--- src/rtl/nibble_multiplexer_pkg.sv ---
// nibble_multiplexer_pkg: shared defaults and select-width helper for the lane selector.
//   DEF_DATA_W / DEF_NUM_IN : default lane width and lane count
//   sel_width(n)            : clog2(n) with a minimum of 1
package nibble_multiplexer_pkg;
    localparam int DEF_DATA_W = 4;
    localparam int DEF_NUM_IN = 4;
    function automatic int sel_width(input int n);
        return (n <= 2) ? 1 : $clog2(n);
    endfunction
endpackage

--- src/rtl/nibble_multiplexer_if.sv ---
// nibble_multiplexer_if: lane-select bus.
//   in1 (packed lanes), sel (lane index), in_valid : master -> slave
//   out (selected lane), out_valid                 : slave -> master
interface nibble_multiplexer_if
    import nibble_multiplexer_pkg::*;
#(
    parameter int DATA_W = DEF_DATA_W,
    parameter int NUM_IN = DEF_NUM_IN
)();
    localparam int SEL_W = sel_width(NUM_IN);
    logic [NUM_IN*DATA_W-1:0] in1;
    logic [SEL_W-1:0]         sel;
    logic                     in_valid;
    logic [DATA_W-1:0]        out;
    logic                     out_valid;
    modport master (output in1, sel, in_valid, input out, out_valid);
    modport slave (input in1, sel, in_valid, output out, out_valid);
endinterface

--- src/rtl/nibble_multiplexer_lane_select.sv ---
// nibble_multiplexer_lane_select: combinational N:1 lane pick.
//   i_in1  : packed lanes, lane i = i_in1[i*DATA_W +: DATA_W]
//   i_sel  : binary lane index
//   o_lane : selected lane, zero when i_sel >= NUM_IN
module nibble_multiplexer_lane_select
    import nibble_multiplexer_pkg::*;
#(
    parameter int DATA_W = DEF_DATA_W,
    parameter int NUM_IN = DEF_NUM_IN
)(
    input  logic [NUM_IN*DATA_W-1:0]      i_in1,
    input  logic [sel_width(NUM_IN)-1:0]  i_sel,
    output logic [DATA_W-1:0]             o_lane
);
    localparam int SEL_W = sel_width(NUM_IN);
    // Equality-decoded mux: only the matching lane is ever read, so X on other
    // lanes cannot leak, and an index past the last lane leaves the zero default.
    always_comb begin
        o_lane = '0;
        for (int i = 0; i < NUM_IN; i++)
            if (i_sel == SEL_W'(i)) o_lane = i_in1[i*DATA_W +: DATA_W];
    end
endmodule

--- src/rtl/nibble_multiplexer.sv ---
// nibble_multiplexer: registered N:1 lane selector, 1-cycle latency, full throughput.
//   clk, rst : rising-edge clock, synchronous active-high reset
//   bus      : slave side of nibble_multiplexer_if (in1/sel/in_valid in, out/out_valid out)
module nibble_multiplexer
    import nibble_multiplexer_pkg::*;
#(
    parameter int DATA_W = DEF_DATA_W,
    parameter int NUM_IN = DEF_NUM_IN
)(
    input logic                  clk,
    input logic                  rst,
    nibble_multiplexer_if.slave  bus
);
    logic [DATA_W-1:0] w_lane;
    logic [DATA_W-1:0] r_out;
    logic              r_valid;
    nibble_multiplexer_lane_select #(.DATA_W(DATA_W), .NUM_IN(NUM_IN)) u_sel (
        .i_in1  (bus.in1),
        .i_sel  (bus.sel),
        .o_lane (w_lane)
    );
    // out keeps its last value on idle cycles; only out_valid drops.
    always_ff @(posedge clk) begin
        if (rst) begin
            r_out   <= '0;
            r_valid <= 1'b0;
        end else begin
            r_valid <= bus.in_valid;
            if (bus.in_valid) r_out <= w_lane;
        end
    end
    assign bus.out       = r_out;
    assign bus.out_valid = r_valid;
endmodule

--- src/flat_wrapper.sv ---
// flat-port wrapper written by rule: the top's interface ports become plain ports
module nibble_multiplexer_flat import nibble_multiplexer_pkg::*;
#(
    parameter int DATA_W = DEF_DATA_W,
    parameter int NUM_IN = DEF_NUM_IN
)
  (clk, rst, bus_in1, bus_sel, bus_in_valid, bus_out, bus_out_valid);
  nibble_multiplexer_if #(.DATA_W(DATA_W), .NUM_IN(NUM_IN)) bus_i ();
  input logic clk;
  input logic rst;
  input wire logic [$bits(bus_i.in1)-1:0] bus_in1;
  input wire logic [$bits(bus_i.sel)-1:0] bus_sel;
  input wire logic [$bits(bus_i.in_valid)-1:0] bus_in_valid;
  output wire logic [$bits(bus_i.out)-1:0] bus_out;
  output wire logic [$bits(bus_i.out_valid)-1:0] bus_out_valid;
  assign bus_i.in1 = bus_in1;
  assign bus_i.sel = bus_sel;
  assign bus_i.in_valid = bus_in_valid;
  assign bus_out = bus_i.out;
  assign bus_out_valid = bus_i.out_valid;
  nibble_multiplexer #(.DATA_W(DATA_W), .NUM_IN(NUM_IN)) u_core (.clk(clk), .rst(rst), .bus(bus_i));
endmodule
--- config.mk ---
export PLATFORM = sky130hd
export DESIGN_NAME = nibble_multiplexer_flat
export DESIGN_NICKNAME = d
export VERILOG_FILES = /design/src/rtl/nibble_multiplexer_pkg.sv /design/src/rtl/nibble_multiplexer_if.sv /design/src/rtl/nibble_multiplexer_lane_select.sv /design/src/rtl/nibble_multiplexer.sv /design/src/flat_wrapper.sv
export SDC_FILE = /design/constraint.sdc
export NUM_CORES = 1
export LEC_CHECK = 0
export CORE_AREA = 8 8 45 47
export DETAILED_ROUTE_END_ITERATION = 10
export DIE_AREA = 0 0 53 55
export PLACE_DENSITY = 0.72
export SLEW_MARGIN = 20
export SYNTH_ARGS = -nofsm -noshare
export SYNTH_HDL_FRONTEND = slang
export SYNTH_SLANG_ARGS = --single-unit
--- constraint.sdc ---
create_clock -name clk -period 0.85 [get_ports clk]
set_input_delay 0.085 -clock clk [delete_from_list [all_inputs] [get_ports clk]]
set_output_delay 0.085 -clock clk [all_outputs]
set_load 0.02 [all_outputs]
==> results.sh <==
# implementation run metrics
export IMPL_drv_cap=0
export IMPL_synth_cell_types=9
export IMPL_grt_pass1_vias=377
export IMPL_grt_use_met1=0.0866
export IMPL_crit_type="reg -> reg"
export IMPL_initial_core_util=0.207
export IMPL_vias=329
export IMPL_final_cell_mix="16 x clkdlybuf4s50_1, 5 x or3b_4, 5 x mux2i_1, 5 x buf_2"
export IMPL_p_comb_frac=0.323
export IMPL_dp_cells=69
export IMPL_grt_first_pass_wirelength_mm=1.62
export IMPL_largest_area_cell="dfxtp_1"
export IMPL_io_buffers=25
export IMPL_cts_tree="built"
export IMPL_top_area_frac=0.349
export IMPL_final_cell_count_no_fill=73
export IMPL_crit_chain="or3b_4 > o221ai_2"
export IMPL_area_growth_pct=127
export IMPL_p_leak_uw=0.000266
export IMPL_relSlewSlack=0.834
export IMPL_max_freq_ghz=1.19
export IMPL_seq_power_share=0.335
export IMPL_cp_required_ns=1.00
export IMPL_synth_nets=46
export IMPL_avgSynthCellArea_sq_um=11.5
export IMPL_rr_worst_depth=2
export IMPL_ys_ff=5
export IMPL_clockBufferDepth=2
export IMPL_antenna_found_initial=0
export IMPL_row_count=14
export IMPL_drt_total_wl_microns=978
export IMPL_setup_viol=0
export IMPL_grt_max_degree=7
export IMPL_die_h_microns=55
export IMPL_cts_hold_buf=0
export IMPL_final_nets=79
export IMPL_vias_per_cell=4.51
export IMPL_p_int_uw=582
export IMPL_yosys_top_cells_area="dfxtp_1 35%, mux2i_1 28%, or3b_2 12%"
export IMPL_hold_viol=0
export IMPL_critPathSlowestCell="or3b_4"
export IMPL_fp_dieArea_sq_mm=0.00292
export IMPL_fin_hold_ws_ns=0.313
export IMPL_cts_sinks=5
export IMPL_mostFrequentLayoutCell="clkdlybuf4s50_1"
export IMPL_p_sw_uw=185
export IMPL_timing_setup_tns_ns=0
export IMPL_drive_above_1_share=0.491
export IMPL_drcViolationCount=0
export IMPL_syn_cell_area_sq_um=287
export IMPL_syn_inst=25
export IMPL_crit_path_start_kind="register"
export IMPL_dpl_hpwl_microns=856
export IMPL_warnings=29
export IMPL_ant_nets=0
export IMPL_root_buffer="clkbuf_4"
export IMPL_die_x_microns=53
export IMPL_hold_path_end="u_core.bus.out_valid"
export IMPL_r2r_end="u_core.bus.out[1]"
export IMPL_placed_area_sq_um=607
export IMPL_fp_coreArea_sq_mm=0.00138
export IMPL_drt_iter0_drc=0
export IMPL_diodes=0
export IMPL_power_total_uw=766
export IMPL_fin_util=0.469
export IMPL_clkSlewWorstSetupHoldPaths_ns=0.04
export IMPL_worst_slack_ns=0.00658
export IMPL_first_pass_iters=1
export IMPL_cp_arrival_ns=0.99
export IMPL_rr_startpoint="u_core.bus.out[1]"
export IMPL_clkPwrFrac=0.342
export IMPL_boundaryPins=26
export IMPL_yosys_cells=25
export IMPL_ir_drop_mv=0.632
export IMPL_yosysSeqAreaShare=0.349
export IMPL_sw_frac_of_total=0.241
export IMPL_overflow=0
export IMPL_hold_path_cell_count=3
export IMPL_status="finished clean"
export IMPL_min_delay_start="rst"
export IMPL_cts_setup_buffers=0
export IMPL_rsz0062_at_grt="yes"
export IMPL_clk_latency_ns=0.23
export IMPL_cp_slowest_stage_delay_ns=0.36
export IMPL_preCtsSetupSlack_ns=-0.398
export IMPL_routabilityCongestion=0.728
export IMPL_min_path_type="in -> reg"
export IMPL_path_max_fanout=2
[worst max-delay path by stage]
stage	from	to	slack, ns	cells past startpoint
floorplan	u_core.bus.out[0]	u_core.bus.out[0]	-0.02	2
global placement	bus_in_valid	u_core.bus.out[1]	-0.37	3
detailed placement	bus_in_valid	u_core.bus.out[2]	-0.40	3
CTS	u_core.bus.out[1]	u_core.bus.out[1]	-0.0008	2
global route	u_core.bus.out[0]	u_core.bus.out[0]	-0.02	2
finish	u_core.bus.out[1]	u_core.bus.out[1]	0.007	2
[routing by layer]
| layer | vias up | part of all wire |
|---|---|---|
| li1 | 167 | - |
| met1 | 146 | 0.41 |
| met2 | 16 | 0.44 |
| met3 | 0 | 0.14 |
| met4 | 0 | 0 |
| met5 | - | 0 |
[registers in the layout (all words and copies together), names as in the netlist]
register              count
u_core.bus.out_valid      1
u_core.bus.out            4
[power groups by stage]
stage	clock, uW	combinational, uW	sequential, uW
after global placement	0	242	262
after global routing	308	265	259
after floorplan	0	64.9	284
after CTS	279	251	257
after detailed placement	0	244	262
final	262	248	257
[synthesized netlist by cell type]
master    count
mux2i_1       8
nand3b_1      1
or3b_4        1
nor2b_1       1
o221ai_2      1
or3b_2        4
buf_2         1
dfxtp_1       5
o221ai_1      3
[cell families after synthesis]
kind of cell	after synthesis	share of synthesized area
muxes	8	0.279
AOI/OAI and AO/OA	4	0.144
DFF	5	0.349
and+or+nand+nor	7	0.210
buffers and inverters	1	0.0175
[layout make-up]
type                       count  area (sq um)
fill                         142           734
timing repair buffer          29           258
multi-input combinational     19           230
sequential                     5           115
clock buffer                   4          26.3
tap                           16          20.0
[critical path: cells and delay by family, from the launching register on]
family / cells / cell delay (ns)
simple gates: 1 / 0.36
flops: 1 / 0.33
compound gates: 1 / 0.07
==> images/congestion_map.png <==
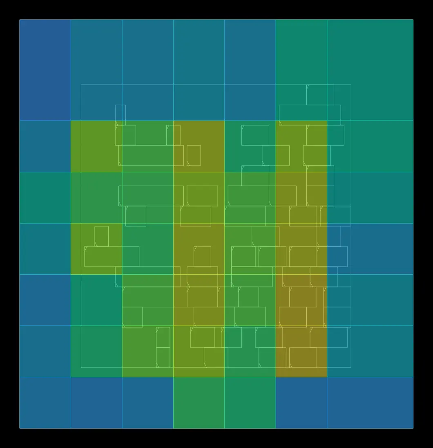
met3 usage: 0.0455
met2 usage: 0.107
post-DR wirelength/cell: 13.4 microns
GRT Max-Usage Layer: met2
GRT Total Usage: 0.0754

==> images/m3.png <==
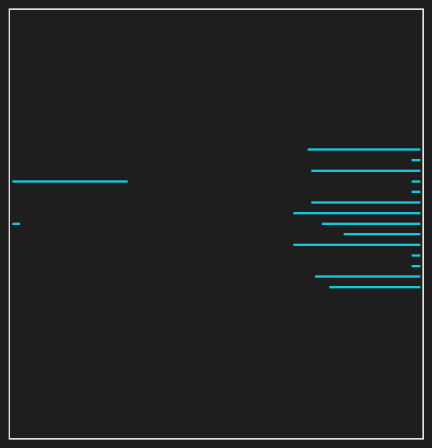
main direction: horizontal
share of all routed wire: 14%

==> images/gates.png <==
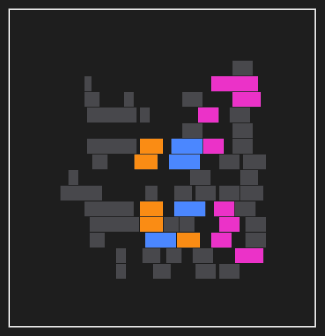
legend:
  orange:
    family: and/or cells
    cells: 5
    most_used: or3b_4
  blue:
    family: aoi and oai cells
    cells: 4
    most_used: o221ai_2
    where: middle
  magenta:
    family: mux cells
    cells: 8
    most_used: mux2i_1

==> images/port_trees.png <==
Scale bar: 20 microns.
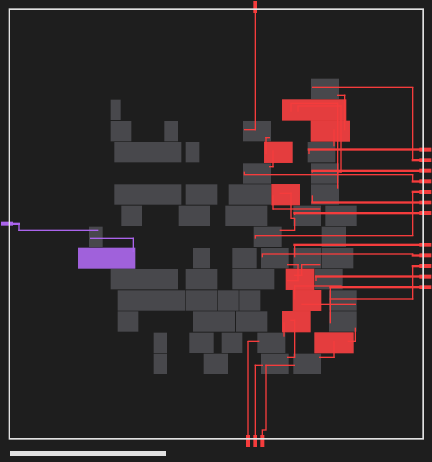
legend:
  red:
    port: `bus_in1`
    bits: 16
    direction: input
    edge: 12 right, 3 bottom, 1 top
    end_cells: 8
    buffers: 16
    wire: 370 microns
  purple:
    port: `bus_out_valid`
    bits: 1
    direction: output
    edge: left
    end_cells: 1
    buffers: 1
    wire: 18.9 microns

